==> run_1/met1.png <==
The bar under the picture is 20 um long. Supply wires on this layer in gray.
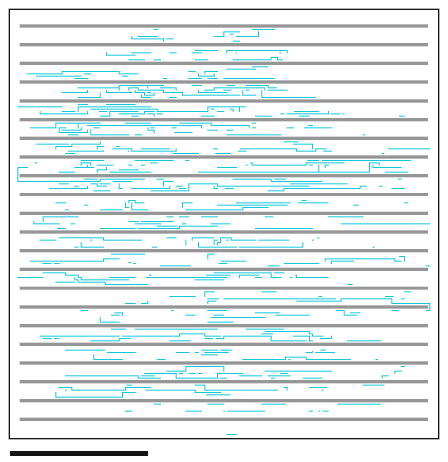
==> run_1/met2.png <==
Cells faint in the background.
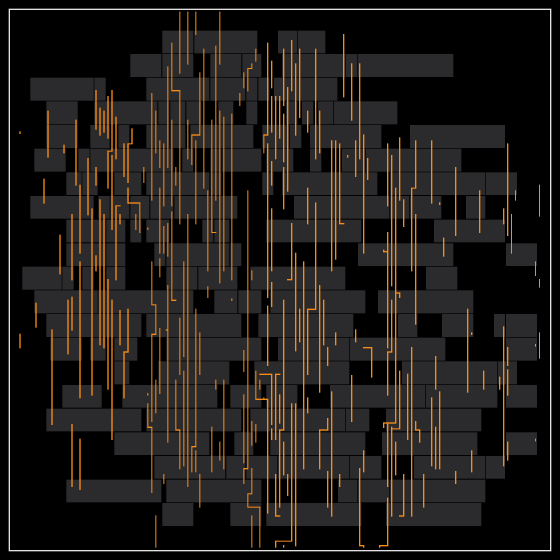
==> run_1/met3.png <==
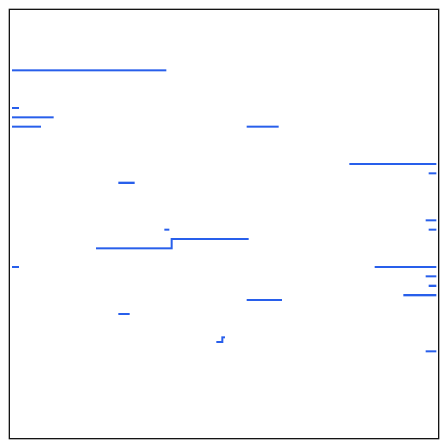
==> run_1/final_congestion.png <==
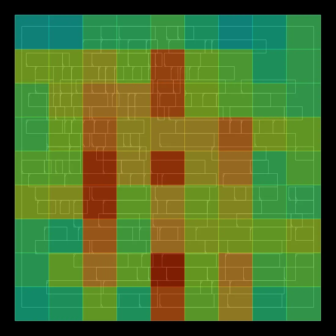
File: src/rtl/scoped_import_fifo.sv
// Show-ahead synchronous FIFO with registered EMPTY/PARTIAL/FULL state and sticky overflow flag.
// Optional macro SCOPED_FIFO_OCC_EN adds the occ port (registered occupancy count).
package fifo_pkg;
  typedef enum logic [1:0] {
    ST_EMPTY   = 2'd0,
    ST_PARTIAL = 2'd1,
    ST_FULL    = 2'd2
  } state_t;

  localparam int FIFO_DEPTH_DFLT = 4;
  // Same name as the module parameter; the module must always resolve DEPTH locally.
  localparam int DEPTH = 16;
endpackage

module scoped_import_fifo
  import fifo_pkg::state_t;
#(
  parameter int DATA_W = 8,
  parameter int DEPTH = fifo_pkg::FIFO_DEPTH_DFLT,
  localparam int CNT_W = $clog2(DEPTH + 1)
) (
  input  logic              clk,
  input  logic              rst,
  input  logic              wr_valid,
  output logic              wr_ready,
  input  logic [DATA_W-1:0] wr_data,
  output logic              rd_valid,
  input  logic              rd_ready,
  output logic [DATA_W-1:0] rd_data,
  output state_t            state,
`ifdef SCOPED_FIFO_OCC_EN
  output logic              ovf,
  output logic [CNT_W-1:0]  occ
`else
  output logic              ovf
`endif
);

  localparam int PTR_W = (DEPTH > 1) ? $clog2(DEPTH) : 1;
  localparam logic [PTR_W-1:0] PTR_LAST = PTR_W'(DEPTH - 1);
  localparam logic [CNT_W-1:0] CNT_FULL = CNT_W'(DEPTH);

  logic [DATA_W-1:0] mem_q [DEPTH];
  logic [PTR_W-1:0]  wr_ptr_q, wr_ptr_d;
  logic [PTR_W-1:0]  rd_ptr_q, rd_ptr_d;
  logic [CNT_W-1:0]  count_q, count_d;
  state_t            state_q, state_d;
  logic              ovf_q, ovf_d;
  logic              push_s, pop_s;

  assign wr_ready = (state_q != fifo_pkg::ST_FULL);
  assign rd_valid = (state_q != fifo_pkg::ST_EMPTY);
  assign push_s   = wr_valid & wr_ready;
  assign pop_s    = rd_valid & rd_ready;
  // Head is forced to zero while empty so stale memory never shows on rd_data.
  assign rd_data  = rd_valid ? mem_q[rd_ptr_q] : {DATA_W{1'b0}};
  assign state    = state_q;
  assign ovf      = ovf_q;
`ifdef SCOPED_FIFO_OCC_EN
  assign occ      = count_q;
`endif

  // Pointer, count, overflow and FSM next-state logic.
  always_comb begin
    wr_ptr_d = wr_ptr_q;
    rd_ptr_d = rd_ptr_q;
    count_d  = count_q;
    state_d  = state_q;
    ovf_d    = ovf_q | (wr_valid & ~wr_ready);

    if (push_s) begin
      wr_ptr_d = (wr_ptr_q == PTR_LAST) ? {PTR_W{1'b0}} : wr_ptr_q + 1'b1;
    end else begin
      wr_ptr_d = wr_ptr_q;
    end
    if (pop_s) begin
      rd_ptr_d = (rd_ptr_q == PTR_LAST) ? {PTR_W{1'b0}} : rd_ptr_q + 1'b1;
    end else begin
      rd_ptr_d = rd_ptr_q;
    end

    case ({push_s, pop_s})
      2'b10:   count_d = count_q + 1'b1;
      2'b01:   count_d = count_q - 1'b1;
      default: count_d = count_q;
    endcase

    case (state_q)
      fifo_pkg::ST_EMPTY: begin
        if (push_s) state_d = fifo_pkg::ST_PARTIAL;
        else        state_d = fifo_pkg::ST_EMPTY;
      end
      fifo_pkg::ST_PARTIAL: begin
        if (count_d == CNT_FULL)              state_d = fifo_pkg::ST_FULL;
        else if (count_d == {CNT_W{1'b0}})    state_d = fifo_pkg::ST_EMPTY;
        else                                  state_d = fifo_pkg::ST_PARTIAL;
      end
      fifo_pkg::ST_FULL: begin
        if (pop_s) state_d = fifo_pkg::ST_PARTIAL;
        else       state_d = fifo_pkg::ST_FULL;
      end
      default: state_d = fifo_pkg::ST_EMPTY;
    endcase
  end

  // Control registers; reset overrides any same-cycle push or pop.
  always_ff @(posedge clk) begin
    if (rst) begin
      wr_ptr_q <= {PTR_W{1'b0}};
      rd_ptr_q <= {PTR_W{1'b0}};
      count_q  <= {CNT_W{1'b0}};
      state_q  <= fifo_pkg::ST_EMPTY;
      ovf_q    <= 1'b0;
    end else begin
      wr_ptr_q <= wr_ptr_d;
      rd_ptr_q <= rd_ptr_d;
      count_q  <= count_d;
      state_q  <= state_d;
      ovf_q    <= ovf_d;
    end
  end

  // Storage array, intentionally not reset.
  always_ff @(posedge clk) begin
    if (!rst && push_s) begin
      mem_q[wr_ptr_q] <= wr_data;
    end
  end

endmodule

File: config.mk
export PLATFORM = sky130hd
export DESIGN_NAME = scoped_import_fifo
export DESIGN_NICKNAME = d
export VERILOG_FILES = /design/src/rtl/scoped_import_fifo.sv
export SDC_FILE = /design/constraint.sdc
export NUM_CORES = 1
export LEC_CHECK = 0
export CAP_MARGIN = 30
export CORE_MARGIN = 1
export CORE_UTILIZATION = 50
export DETAILED_ROUTE_END_ITERATION = 8
export GPL_TIMING_DRIVEN = 0
export PLACE_DENSITY = 0.82
export SLEW_MARGIN = 20
export SYNTH_ARGS = -nofsm -noshare
export SYNTH_HDL_FRONTEND = slang
export SYNTH_SLANG_ARGS = --single-unit
File: constraint.sdc
create_clock -name clk -period 6.7 [get_ports clk]
set_input_delay 1.34 -clock clk [delete_from_list [all_inputs] [get_ports clk]]
set_output_delay 1.34 -clock clk [all_outputs]
set_load 0.03 [all_outputs]
==> GITHUB_STEP_SUMMARY, run 1 <==
## Synthesis and layout report

| Metric | Value |
|---|---|
| Hold/Removal Path Class | register to register |
| Port bufs | 24 |
| Pleak | 0.772 nW |
| Pwr top | registers |
| CP Data Required Time | 5.36 ns |
| Worst hold margin | 0.511 ns |
| Placed wire-length estimate | 2.17 mm |
| CTS tree | yes |
| Synth-to-layout area growth | 20.9% |
| Clock tree sinks | 44 |
| Slew HR | 0.540 |
| Post-Place Cells | 189 |
| Antenna violations before repair | 0 |
| Worst path max stage delay | 0.63 ns |
| P_int | 416 uW |
| Inverter count | 8 |
| Max reg flops | 32 |
| Worst R2R Start | state[1] |
| Die extent in x | 62.2 um |
| Synth Cell Area | 1810 um2 |
| Post-Layout Cell Count | 197 |
| Worst hold path depth | 2 |
| Outcome | finished, final reports clean |
| Vias per inst | 5.13 |
| Critical path fanouts, max | 8 |
| Post CTS Setup Buffer Count | 0 |
| YS warnings | 0 |
| Comb. pwr | 78.0 uW |
| # clk buffers | 5 |
| Log Warnings | 29 |
| Largest Register | mem_q |
| Gr ovfl total | 0 |
| Switching Fraction | 0.243 |
| Most frequent cells in the layout | 32 x edfxtp_1, 24 x clkdlybuf4s50_1, 12 x dfxtp_1 |
| Post-Syn Nets | 138 |
| Fp util | 0.534 |
About met1.png:
The layer carries 1360 um of wire. 152 nets have wire on it. The wires run mostly horizontal.
GRT met1 Usage: 0.221
total wire length: 3.08 mm
via count: 1011

About met2.png:
The layer carries 1560 um of wire. The layer holds 51% of the routed length. The wires run mostly vertical. The longest straight run is 32.0 um.
M2 GR Usage: 0.298

About met3.png:
The longest straight run is 22.1 um. 17 nets have wire on it. The layer holds 3.3% of the routed length.
met3 GRT Util: 0.0423

About final_congestion.png:
GRT Max-Usage Layer: met2
GRT Resource Usage Total: 0.179
fin util: 0.645
Routed wire per std cell: 15.6 um

==> run 1: how the worst min path moves through the flow <==
stage | startpoint | end | slack, ns
floorplan | count_q[1] | count_q[1] | 0.45
global placement | ovf | ovf | 0.46
detailed placement | ovf | ovf | 0.47
CTS | ovf | ovf | 0.51
global route | ovf | ovf | 0.53
finish | ovf | ovf | 0.51
==> run 1: cells in the mapped netlist <==
cell,instances
nor2b_1,9
and2_1,4
clkbuf_1,2
xor2_1,2
mux2_2,1
a31oi_1,2
a21o_1,1
a21oi_1,5
nand3_1,1
or3_1,1
mux2i_1,1
fa_1,1
nor3_1,3
nand2_1,4
nor2_1,10
nand2b_2,1
and3b_1,1
edfxtp_1,32
nand2_2,1
a221oi_2,1
inv_1,8
mux4_2,8
buf_4,1
dfxtp_1,12
ha_1,6
o21ai_0,1
## Run 2: what changed since run 1
--- a/config.mk
+++ b/config.mk
@@ -7,7 +7,7 @@
 export LEC_CHECK = 0
 export CAP_MARGIN = 30
 export CORE_MARGIN = 1
-export CORE_UTILIZATION = 50
+export CORE_UTILIZATION = 48
 export DETAILED_ROUTE_END_ITERATION = 8
 export GPL_TIMING_DRIVEN = 0
 export PLACE_DENSITY = 0.82
==> constraint.sdc (replaced) <==
create_clock -name clk -period 3.2 [get_ports clk]
set_input_delay 0.64 -clock clk [delete_from_list [all_inputs] [get_ports clk]]
set_output_delay 0.64 -clock clk [all_outputs]
set_load 0.03 [all_outputs]
==> GITHUB_STEP_SUMMARY, run 2 <==
## Synthesis and layout report

| Metric | Value |
|---|---|
| Outcome | finished, final reports clean |
| Worst Hold Launch | ovf |
| Final Power | 1.13 mW |
| Asr flop ratio synth | 0 |
| Antenna-violating nets left | 0 |
| Most frequent cells in the layout | 32 x edfxtp_1, 24 x clkdlybuf4s50_1, 12 x dfxtp_1 |
| Worst slack at placement | 0.192 ns |
| YS warnings | 0 |
| Synth Cell Area | 1810 um2 |
| Clock tree sinks | 44 |
| CP Data Required Time | 2.56 ns |
| Hold/Removal Path Class | register to register |
| Worst EP arrival | 2.11 ns |
| Nets | 169 |
| Post-Layout Inst Area | 2190 um2 |
| FF-to-FF End | state[0] |
| Post-synth EDFFs | 32 |
| Post-Place Cells | 189 |
| Slew HR | 0.500 |
| Pleak | 0.776 nW |
| RSZ-0062 raised after global routing | false |
| Worst slew pin tran | 0.748 ns |
| Gr ovfl total | 0 |
| Ys flops | 44 |
| Post-Syn Nets | 138 |
| Setup ws final | 0.451 ns |
| N_taps | 46 |
| Ys cells | 119 |
| M2 GR Usage | 0.286 |
| Synth-to-layout area growth | 21.0% |
| Routed wire per std cell | 14.9 um |
| Routability Congestion | 0.721 |
| Fp util | 0.522 |
| Antenna violations before repair | 0 |
| Top-area cell share | 0.531 |
| Resized cells post-CTS | 0 |
| Post CTS Setup Buffer Count | 0 |
| Post-Layout Cell Count | 197 |
| Die extent in x | 63.4 um |
| CP Launch Type | register |
| Yosys top cell by area | edfxtp_1 |
| Fin util | 0.631 |
| Pwr Density | 516 nW/um2 |
| Worst hold path depth | 2 |
| Inverter count | 8 |
| R2r setup slk | 0.67 ns |
| Worst hold margin | 0.487 ns |
| Log Warnings | 29 |
| GRT Max-Usage Layer | met2 |
| Critical path fanouts, max | 8 |
| Share of layout cells above drive strength 1 | 0.132 |
| Hold_buf cts | 0 |
| GRT Resource Usage Total | 0.170 |
| Cell Type Count | 26 |
| Max reg flops | 32 |
| Largest Register | mem_q |
| # clk buffers | 5 |
| Post-synth top cells | 32 x edfxtp_1, 12 x dfxtp_1, 10 x nor2_1, 9 x nor2b_1 |
| Met3 GRT Util | 0.0562 |
| Post-layout period usage | 0.859 |
| Final hold vios | 0 |
| Top-count cell post-synth | edfxtp_1 |
| Port bufs | 24 |
| CTS tree | yes |
| Worst Hold End | ovf |
| Placed wire-length estimate | 2.10 mm |
| Initial drt markers | 29 |
| Biggest regs | mem_q: 32 flops, count_q: 3 flops |
| Mi-comb count | 64 |
| Final critical-path required period | 2.75 ns |
| Root buffer cell | clkbuf_8 |
| Clock Skews | 0.00383 ns |
| Reg clk slew, reported paths | 0.08 ns |
| Worst R2R Start | state[1] |
| Vias per inst | 5.17 |
| Top FF cell, synth | edfxtp_1 |
| Row count | 21 |
==> run 2: logic make-up (layout without fill, tap and decap cells) <==
logic type      after synthesis  count (layout)  share of synthesized area
mux                          10              10                      0.111
fa+ha+maj                     7               7                     0.0526
buf+inv                      11              43                     0.0249
xor+xnor                      2               2                    0.00968
flops                        44              44                      0.664
compound gates               10              10                     0.0360
simple gates                 35              35                      0.102
==> run 2: report_power, final <==
group	internal [mW]	switching (mW)	leakage [nW]	total, mW
Sequential	0.632	0.0114	0.389	0.644
Clock	0.148	0.175	0.0453	0.323
Combinational	0.0747	0.0880	0.342	0.163
Total	0.855	0.274	0.776	1.13
==> run 2: worst max-delay path: stages (launching register included) <==
cell and delay [ns]:
dfxtp_1 0.31, clkbuf_1 0.37, mux4_2 0.36, nor2b_1 0.15
clkdlybuf4s50_1 0.62
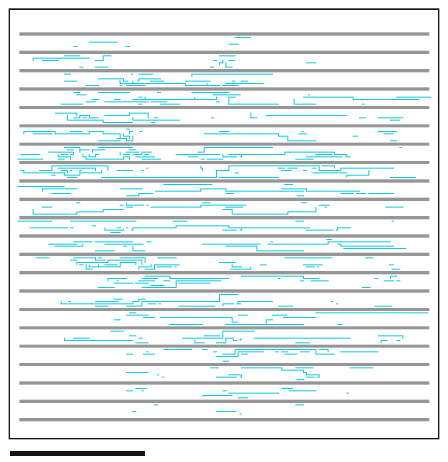
(run_2/met1.png)
The bar under the picture is 20 um long. Supply wires on this layer in gray.
The longest straight run is 17.0 um. 145 nets have wire on it. The layer holds 42% of the routed length.
total wire length: 2.94 mm
GRT met1 Usage: 0.187
via count: 1018

## Run 3: what changed since run 2
--- a/config.mk
+++ b/config.mk
@@ -8,6 +8,7 @@
 export CAP_MARGIN = 30
 export CORE_MARGIN = 1
 export CORE_UTILIZATION = 48
+export CTS_CLUSTER_DIAMETER = 60
 export DETAILED_ROUTE_END_ITERATION = 8
 export GPL_TIMING_DRIVEN = 0
 export PLACE_DENSITY = 0.82
==> GITHUB_STEP_SUMMARY, run 3 <==
## Synthesis and layout report

| Metric | Value |
|---|---|
| FF-to-FF End | state[0] |
| CP Launch Type | register |
| CP Data Required Time | 2.56 ns |
| CP bufs+invs | 2 |
| Post-Layout Cell Count | 197 |
| Biggest regs | mem_q: 32 flops, count_q: 3 flops |
| Post-synth top cells | 32 x edfxtp_1, 12 x dfxtp_1, 10 x nor2_1, 9 x nor2b_1 |
| Clock tree sinks | 44 |
| Routed wire per std cell | 14.9 um |
| Total wire length | 2.94 mm |
| R2r setup slk | 0.67 ns |
| # clk buffers | 5 |
| Post-Syn Nets | 138 |
| Post-Place Cells | 189 |
| Final Power | 1.13 mW |
| Worst hold margin | 0.487 ns |
| Post-layout period usage | 0.859 |
| Critical path fanouts, max | 8 |
| Cells along the critical path | clkbuf_1 -> mux4_2 -> nor2b_1 -> clkdlybuf4s50_1 |
| Reg clk slew, reported paths | 0.08 ns |
| GRT Max-Usage Layer | met2 |
| Fp util | 0.522 |
| Ys cells | 119 |
| Worst EP arrival | 2.11 ns |
| Row count | 21 |
| Outcome | finished, final reports clean |
| Met3 GRT Util | 0.0562 |
| Gr ovfl total | 0 |
| Worst slew pin tran | 0.748 ns |
| GRT Resource Usage Total | 0.170 |
| RSZ-0062 raised after global routing | false |
| Pwr top | registers |
| Hold/Removal Path Class | register to register |
| Mi-comb count | 64 |
| Top FF cell, synth | edfxtp_1 |
| Ys flops | 44 |
| Top-area cell share | 0.531 |
| Via count | 1018 |
| Worst R2R Start | state[1] |
| Share of layout cells above drive strength 1 | 0.132 |
| YS warnings | 0 |
| P_int | 855 uW |
| GRT met1 Usage | 0.187 |
| Comb. pwr | 163 uW |
| Post-Layout Inst Area | 2190 um2 |
| Resized cells post-CTS | 0 |
| Root buffer cell | clkbuf_8 |
| Pwr Density | 516 nW/um2 |
| Worst hold path depth | 2 |
| Routability Congestion | 0.721 |
| Most frequent cells in the layout | 32 x edfxtp_1, 24 x clkdlybuf4s50_1, 12 x dfxtp_1 |
| Delay-heaviest family, CP | buffers and inverters |
| Worst Hold End | ovf |
| Pleak | 0.776 nW |
| Log Warnings | 29 |
==> run 3: cell counts after synthesis <==
No cell type changed its count.
==> run 3: stage by stage <==
stage	utilization	setup WS [ns]
after CTS	0.631	0.409
final	0.631	0.451
after detailed placement	0.608	0.192
after global placement	0.608	0.245
after floorplan	-	0.709
after global routing	0.631	0.304
==> run 3: kinds of logic (layout without fill, tap and decap cells) <==
logic type | after synthesis | after routing | share of synthesized area
AND-OR/OR-AND | 10 | 10 | 0.0360
XOR/XNOR | 2 | 2 | 0.00968
adder cells (fa/ha/maj) | 7 | 7 | 0.0526
buffers and inverters | 11 | 43 | 0.0249
flip-flops | 44 | 44 | 0.664
multiplexers | 10 | 10 | 0.111
AND/OR/NAND/NOR | 35 | 35 | 0.102
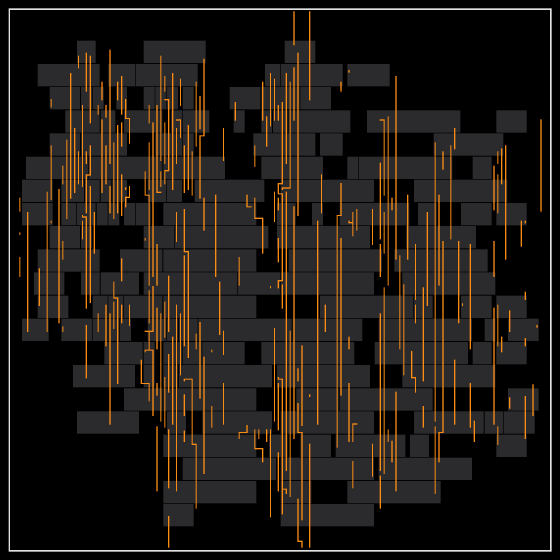
(run_3/met2.png)
Cells faint in the background.
The layer holds 51% of the routed length. The layer carries 1510 um of wire. The longest straight run is 32.6 um. 153 nets have wire on it.
M2 GR Usage: 0.286

Power and IR drop assume default switching activity.
